===== src/rtl/dtmf_pcm_pkg.sv =====
// Shared constants and receive-FSM encoding for the PCM/u-law datapath.
package dtmf_pcm_pkg;

    localparam logic [7:0]  ULAW_IDLE = 8'hFF;
    localparam int unsigned PCM_BITS  = 8;
    localparam int unsigned BIT_CNT_W = 4;

    typedef enum logic {
        IDLE  = 1'b0,
        SHIFT = 1'b1
    } rx_state_t;

endpackage


===== src/rtl/pcm_rx_fifo.sv =====
// Byte FIFO between the PCM deserializer and the u-law expander.
// The head byte is registered and reads ULAW_IDLE whenever the FIFO is empty.
module pcm_rx_fifo
    import dtmf_pcm_pkg::*;
#(
    parameter int unsigned DEPTH = 4
) (
    input  logic                     clk,
    input  logic                     reset,
    input  logic                     push,
    input  logic [PCM_BITS-1:0]      wdata,
    input  logic                     pop,
    output logic [PCM_BITS-1:0]      rdata,
    output logic                     full,
    output logic                     empty,
    output logic [$clog2(DEPTH):0]   level
);

    localparam int unsigned AW = $clog2(DEPTH);
    localparam int unsigned LW = AW + 1;

    logic [PCM_BITS-1:0] mem [DEPTH];
    logic [AW-1:0]       wr_ptr;
    logic [AW-1:0]       rd_ptr;

    logic                pop_ok_c;
    logic                push_ok_c;
    logic [AW-1:0]       rd_n_c;
    logic [AW-1:0]       wr_n_c;
    logic [LW-1:0]       level_n_c;
    logic [PCM_BITS-1:0] head_n_c;

    // Accept/pop qualification, next pointers/level and next head byte.
    always_comb begin
        pop_ok_c  = pop & ~empty;
        push_ok_c = push & (~full | pop_ok_c);
        rd_n_c    = pop_ok_c  ? rd_ptr + AW'(1) : rd_ptr;
        wr_n_c    = push_ok_c ? wr_ptr + AW'(1) : wr_ptr;
        level_n_c = level + LW'(push_ok_c) - LW'(pop_ok_c);
        head_n_c  = ULAW_IDLE;
        if (level_n_c != '0) begin
            // A write into the slot that becomes the head bypasses the array.
            head_n_c = (push_ok_c && (wr_ptr == rd_n_c)) ? wdata : mem[rd_n_c];
        end
    end

    // Storage array; contents need no reset since level gates visibility.
    always_ff @(posedge clk) begin
        if (push_ok_c) begin
            mem[wr_ptr] <= wdata;
        end
    end

    // Pointers, level, status flags and registered head byte.
    always_ff @(posedge clk) begin
        if (reset) begin
            wr_ptr <= '0;
            rd_ptr <= '0;
            level  <= '0;
            empty  <= 1'b1;
            full   <= 1'b0;
            rdata  <= ULAW_IDLE;
        end else begin
            wr_ptr <= wr_n_c;
            rd_ptr <= rd_n_c;
            level  <= level_n_c;
            empty  <= (level_n_c == '0);
            full   <= (level_n_c == LW'(DEPTH));
            rdata  <= head_n_c;
        end
    end

endmodule


===== src/rtl/pcm_serial_rx.sv =====
// Serial u-law PCM receiver: synchronizes the external bit clock, deserializes
// MSB-first bytes framed by pcm_fs and buffers them for the u-law expander.
module pcm_serial_rx
    import dtmf_pcm_pkg::*;
#(
    parameter int unsigned FIFO_DEPTH = 4
) (
    input  logic                          clk,
    input  logic                          reset,
    input  logic                          pcm_sclk,
    input  logic                          pcm_fs,
    input  logic                          pcm_din,
    output logic [7:0]                    upcm,
    output logic                          upcm_valid,
    input  logic                          upcm_ready,
    output logic [$clog2(FIFO_DEPTH):0]   fifo_level,
    output logic                          overflow,
    output logic                          frame_err,
    input  logic                          clr_err
);

    logic sclk_s1, sclk_s2, sclk_d;
    logic fs_s1, fs_s2;
    logic din_s1, din_s2;
    logic sclk_rise_c;

    rx_state_t               state, state_n;
    logic [BIT_CNT_W-1:0]    bit_cnt;
    logic [PCM_BITS-2:0]     shift_q;

    logic load_c, shift_c, push_c, ferr_set_c, ovf_set_c, pop_c;
    logic fifo_full, fifo_empty;

    // Two-flop synchronizers plus a delayed sclk copy for edge detection.
    always_ff @(posedge clk) begin
        if (reset) begin
            sclk_s1 <= 1'b0; sclk_s2 <= 1'b0; sclk_d <= 1'b0;
            fs_s1   <= 1'b0; fs_s2   <= 1'b0;
            din_s1  <= 1'b0; din_s2  <= 1'b0;
        end else begin
            sclk_s1 <= pcm_sclk; sclk_s2 <= sclk_s1; sclk_d <= sclk_s2;
            fs_s1   <= pcm_fs;   fs_s2   <= fs_s1;
            din_s1  <= pcm_din;  din_s2  <= din_s1;
        end
    end

    assign sclk_rise_c = sclk_s2 & ~sclk_d;

    // FSM state register.
    always_ff @(posedge clk) begin
        if (reset) begin
            state <= IDLE;
        end else begin
            state <= state_n;
        end
    end

    // FSM next state: frame sync always (re)starts a byte.
    always_comb begin
        state_n = state;
        case (state)
            IDLE: begin
                if (sclk_rise_c && fs_s2) state_n = SHIFT;
            end
            SHIFT: begin
                if (sclk_rise_c && !fs_s2 && bit_cnt == BIT_CNT_W'(PCM_BITS - 1)) begin
                    state_n = IDLE;
                end
            end
            default: state_n = IDLE;
        endcase
    end

    // FSM outputs: datapath load/shift/push strobes and frame error detect.
    always_comb begin
        load_c     = 1'b0;
        shift_c    = 1'b0;
        push_c     = 1'b0;
        ferr_set_c = 1'b0;
        case (state)
            IDLE: begin
                if (sclk_rise_c && fs_s2) load_c = 1'b1;
            end
            SHIFT: begin
                if (sclk_rise_c) begin
                    if (fs_s2) begin
                        load_c     = 1'b1;
                        ferr_set_c = 1'b1;
                    end else if (bit_cnt == BIT_CNT_W'(PCM_BITS - 1)) begin
                        push_c = 1'b1;
                    end else begin
                        shift_c = 1'b1;
                    end
                end
            end
            default: ;
        endcase
    end

    // Shift register and bit counter.
    always_ff @(posedge clk) begin
        if (reset) begin
            shift_q <= '0;
            bit_cnt <= '0;
        end else if (load_c) begin
            shift_q <= {(PCM_BITS - 2)'(0), din_s2};
            bit_cnt <= BIT_CNT_W'(1);
        end else if (shift_c) begin
            shift_q <= {shift_q[PCM_BITS-3:0], din_s2};
            bit_cnt <= bit_cnt + BIT_CNT_W'(1);
        end else if (push_c) begin
            bit_cnt <= '0;
        end
    end

    assign pop_c     = upcm_valid & upcm_ready;
    assign ovf_set_c = push_c & fifo_full & ~pop_c;

    // Sticky error flags; clear wins over a same-cycle set.
    always_ff @(posedge clk) begin
        if (reset || clr_err) begin
            overflow  <= 1'b0;
            frame_err <= 1'b0;
        end else begin
            if (ovf_set_c)  overflow  <= 1'b1;
            if (ferr_set_c) frame_err <= 1'b1;
        end
    end

    pcm_rx_fifo #(
        .DEPTH (FIFO_DEPTH)
    ) u_fifo (
        .clk   (clk),
        .reset (reset),
        .push  (push_c),
        .wdata ({shift_q, din_s2}),
        .pop   (upcm_ready),
        .rdata (upcm),
        .full  (fifo_full),
        .empty (fifo_empty),
        .level (fifo_level)
    );

    assign upcm_valid = ~fifo_empty;

endmodule


===== config.mk =====
export PLATFORM = sky130hd
export DESIGN_NAME = pcm_serial_rx
export DESIGN_NICKNAME = d
export VERILOG_FILES = /design/src/rtl/dtmf_pcm_pkg.sv /design/src/rtl/pcm_rx_fifo.sv /design/src/rtl/pcm_serial_rx.sv
export SDC_FILE = /design/constraint.sdc
export NUM_CORES = 1
export LEC_CHECK = 0
export CAP_MARGIN = 10
export CORE_MARGIN = 2
export CORE_UTILIZATION = 63
export DETAILED_ROUTE_END_ITERATION = 7
export GPL_TIMING_DRIVEN = 1
export PLACE_DENSITY = 0.92
export RECOVER_POWER = 25
export SKIP_CTS_REPAIR_TIMING = 1
export SYNTH_ARGS = -nofsm -noshare
export SYNTH_HDL_FRONTEND = slang
export SYNTH_HIERARCHICAL = 1
export SYNTH_SLANG_ARGS = --single-unit
export TNS_END_PERCENT = 10

===== constraint.sdc =====
create_clock -name clk -period 9.9 [get_ports clk]
set_clock_uncertainty 0.15 [all_clocks]
set_input_delay 0.99 -clock clk [delete_from_list [all_inputs] [get_ports clk]]
set_output_delay 0.99 -clock clk [all_outputs]
set_load 0.01 [all_outputs]

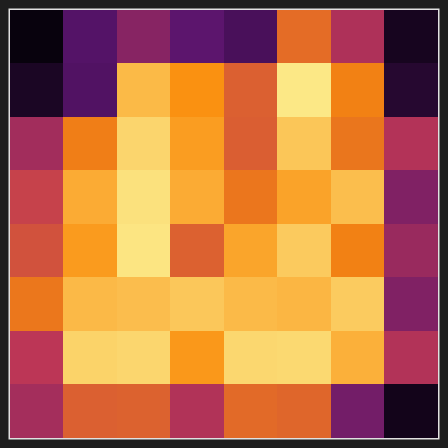
Figure 1: local utilization.
8 x 8 tiles, from black (low) to pale yellow (high), 0 to 100% covered.
The emptiest ninth of the die: north-west. The mean over all tiles is 62%. The fullest tile reaches 95%.

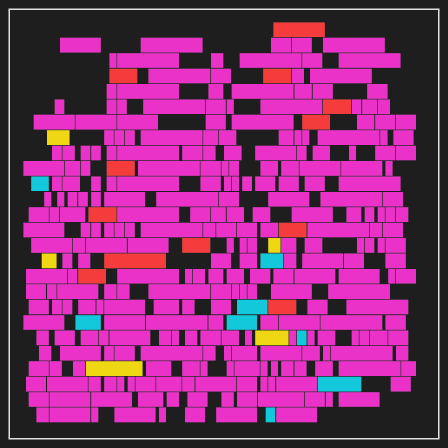
Figure 2: drive-strength map.
_0 and _1 cells: shown in magenta, cells 277. _6 and larger: shown in red, cells 12. _2 cells: shown in cyan, cells 8. _3 and _4 cells: shown in yellow, cells 5.

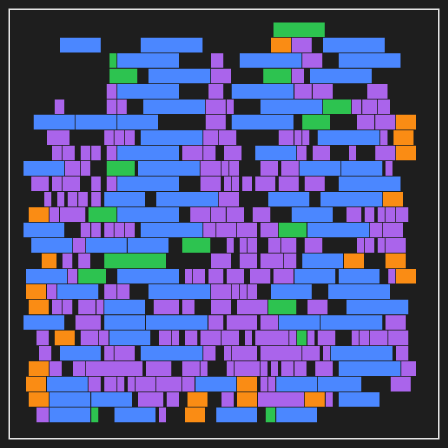
Figure 3: placed cells, one color a class.
combinational and other logic: shown in purple, cells 195, share of their area 40%. clock drivers and dummy loads: shown in green, cells 16, share of their area 5.9%. remaining buffers and delay cells: shown in orange, cells 21, share of their area 5.8%. sequential cells: shown in blue, cells 70, share of their area 49%.

[final cells by class]
| cell class | count | area [µm²] | share of cell area [%] |
|---|---|---|---|
| clock inverters | 3 | 40.0 | 1.10 |
| flip-flops and latches | 70 | 1720 | 47.4 |
| clock buffers | 13 | 170 | 4.68 |
| well taps | 70 | 87.6 | 2.41 |
| multi-input cells | 185 | 1370 | 37.7 |
| repair buffers | 21 | 208 | 5.71 |
| inverters | 10 | 40.0 | 1.10 |
[flip-flops by register name, summed over array words and instances, names as in the netlist]
name and count:
u_fifo/level 3, din_s1 1, frame_err 1, overflow 1, shift_q 7, state 1
sclk_d 1, u_fifo/rd_ptr 2, u_fifo/rdata 8, sclk_s1 1, u_fifo/mem 32, u_fifo/wr_ptr 2
bit_cnt 4, fs_s2 1, sclk_s2 1, fs_s1 1, din_s2 1, u_fifo/empty 1
u_fifo/full 1
[per-layer routing]
metal,vias up,part of all wire (%)
met5,-,0
met4,0,1.6
met3,11,4.8
met2,79,49
met1,1040,45
li1,1066,-
[report_power, final]
group          total [µW]  internal [µW]  switching [µW]
combinational         189           98.4            91.0
clock                 237            138            98.9
sequential            360            326            34.4
[through the flow]
step                      total power (µW)  instances
after CTS                              787        372
after global routing                   819        372
final                                  786        372
after floorplan                        490        282
after detailed placement               552        356
after global placement                 547        356
[logic make-up (layout without fill, tap and decap cells)]
kind of cell,after synthesis,count (layout),share of synthesized area [%]
flops,70,70,53.4
fa+ha+maj,8,8,3.33
compound gates,60,60,14.2
buf+inv,27,47,4.19
mux,26,26,8.10
xor+xnor,5,5,1.78
simple gates,86,86,15.0
==> results.cfg <==
; yosys + openroad results
[cells_and_area]
lay_top_count = dfxtp_1
fin_util_pct = 72.6
nets = 312
area_growth_pct = 12.8
fin_area_um2 = 3640
drive_gt1_share_pct = 8.28

[global_routing]
met3_usage_pct = 5.69
grt_use_total_pct = 23.9
grt_antenna_before_repair = 0
grt_busiest_layer = met2
grt_pass1_wl_um = 9870
grt_use_met1_pct = 30.9
gr-total-overflow = 0
grt_pass1_vias = 2088
met2_usage_pct = 39.5
grt_max_degree = 48

[placed_design]
pre_cts_slack_ns = 4.84
routabilityCongestion = 0.794
io_buffers = 20
placed_area_um2 = 3430
dp_hpwl_um = 4040

[setup_path]
crit_family = buffers and inverters
rrSetupSlack_ns = 5.70
cpPeakStageDelay_ns = 0.70
r2r_cells = 15
required_ns = 9.95
timing_worst_setup_path_type = in -> reg
cp-end-kind = register
crit_end = u_fifo/rdata[6]
crit_start = upcm_ready
r2r_start = bit_cnt[0]
cp_max_fo = 25
reg2reg_to = u_fifo/rdata[6]
critPathLaunchType = input pin
arrival_ns = 4.84
path_cells = clkdlybuf4s50_1 > nand2b_1 > inv_1 > ha_1 > inv_1 > ha_1 > inv_1 > fa_1 > xnor3_1 > a21oi_4 > inv_4 > a2111oi_1 > a41oi_1
critPathBufInv = 5

[detailed_routing]
ant_nets = 0
drc = 0
routed_wl_um = 6190
via_per_inst = 5.90
dr.first_iter.drc_count = 214
drtPass1Iterations = 5
num_vias = 2196

[logic_synthesis]
synth_cell_type_count = 44
ys_seq_share_pct = 53.4
synth-edff-count = 32
ys.flop_type = dfxtp_1
synth_flops = 70
synthTopCellsByCount = 38 x dfxtp_1, 32 x edfxtp_1, 25 x mux2i_1
synthArstFlopShare_pct = 0
ys_cells = 282
yosysMostFrequentCell = dfxtp_1
ys_warn_count = 6
yosys_area_um2 = 3230
synth.area.top_cells = edfxtp_1 30%, dfxtp_1 24%, mux2i_1 7.8%, nor2b_1 3.1%, ha_1 2.7%
synth_area_um2 = 3230
avgSynthCellArea_um2 = 11.4
synth_nets = 297

[min_path]
whs_path_depth = 1
hold_start = sclk_s1
hp-class = reg -> reg

[floorplanning]
chip_area_um2 = 5710
die_h_um = 75.6
initCoreUtil_pct = 64.4
core_area_um2 = 5010

[clock_tree]
cts_tree = done
clk_pin_slew_worst_paths_ns = 0.07
root_buffer = clkbuf_8
cts.path.max_buffers = 2
clk_latency_ns = 0.34
h-tree-depth = 3
cts_sinks = 70

[timing]
fmax_ghz = 0.209
final-max-slew-violation-count = 0
hold_ws_ns = 0.301
fin_ws_ns = 5.11
min_period_over_period_pct = 48.4
worst_pin_slew_ns = 1.05
fin_crit_ns = 4.79
tns_ns = 0
setup_viol = 0
slew_headroom_pct = 30.0

[outcome]
status = finished, final reports clean

[pwr]
leakagePower_uw = 0.00122
power_density_nw_per_um2 = 216

[run]
log.warning_count = 29
drv_cap = 0
Power figures rest on the tool's default switching activity, not on a simulated workload.
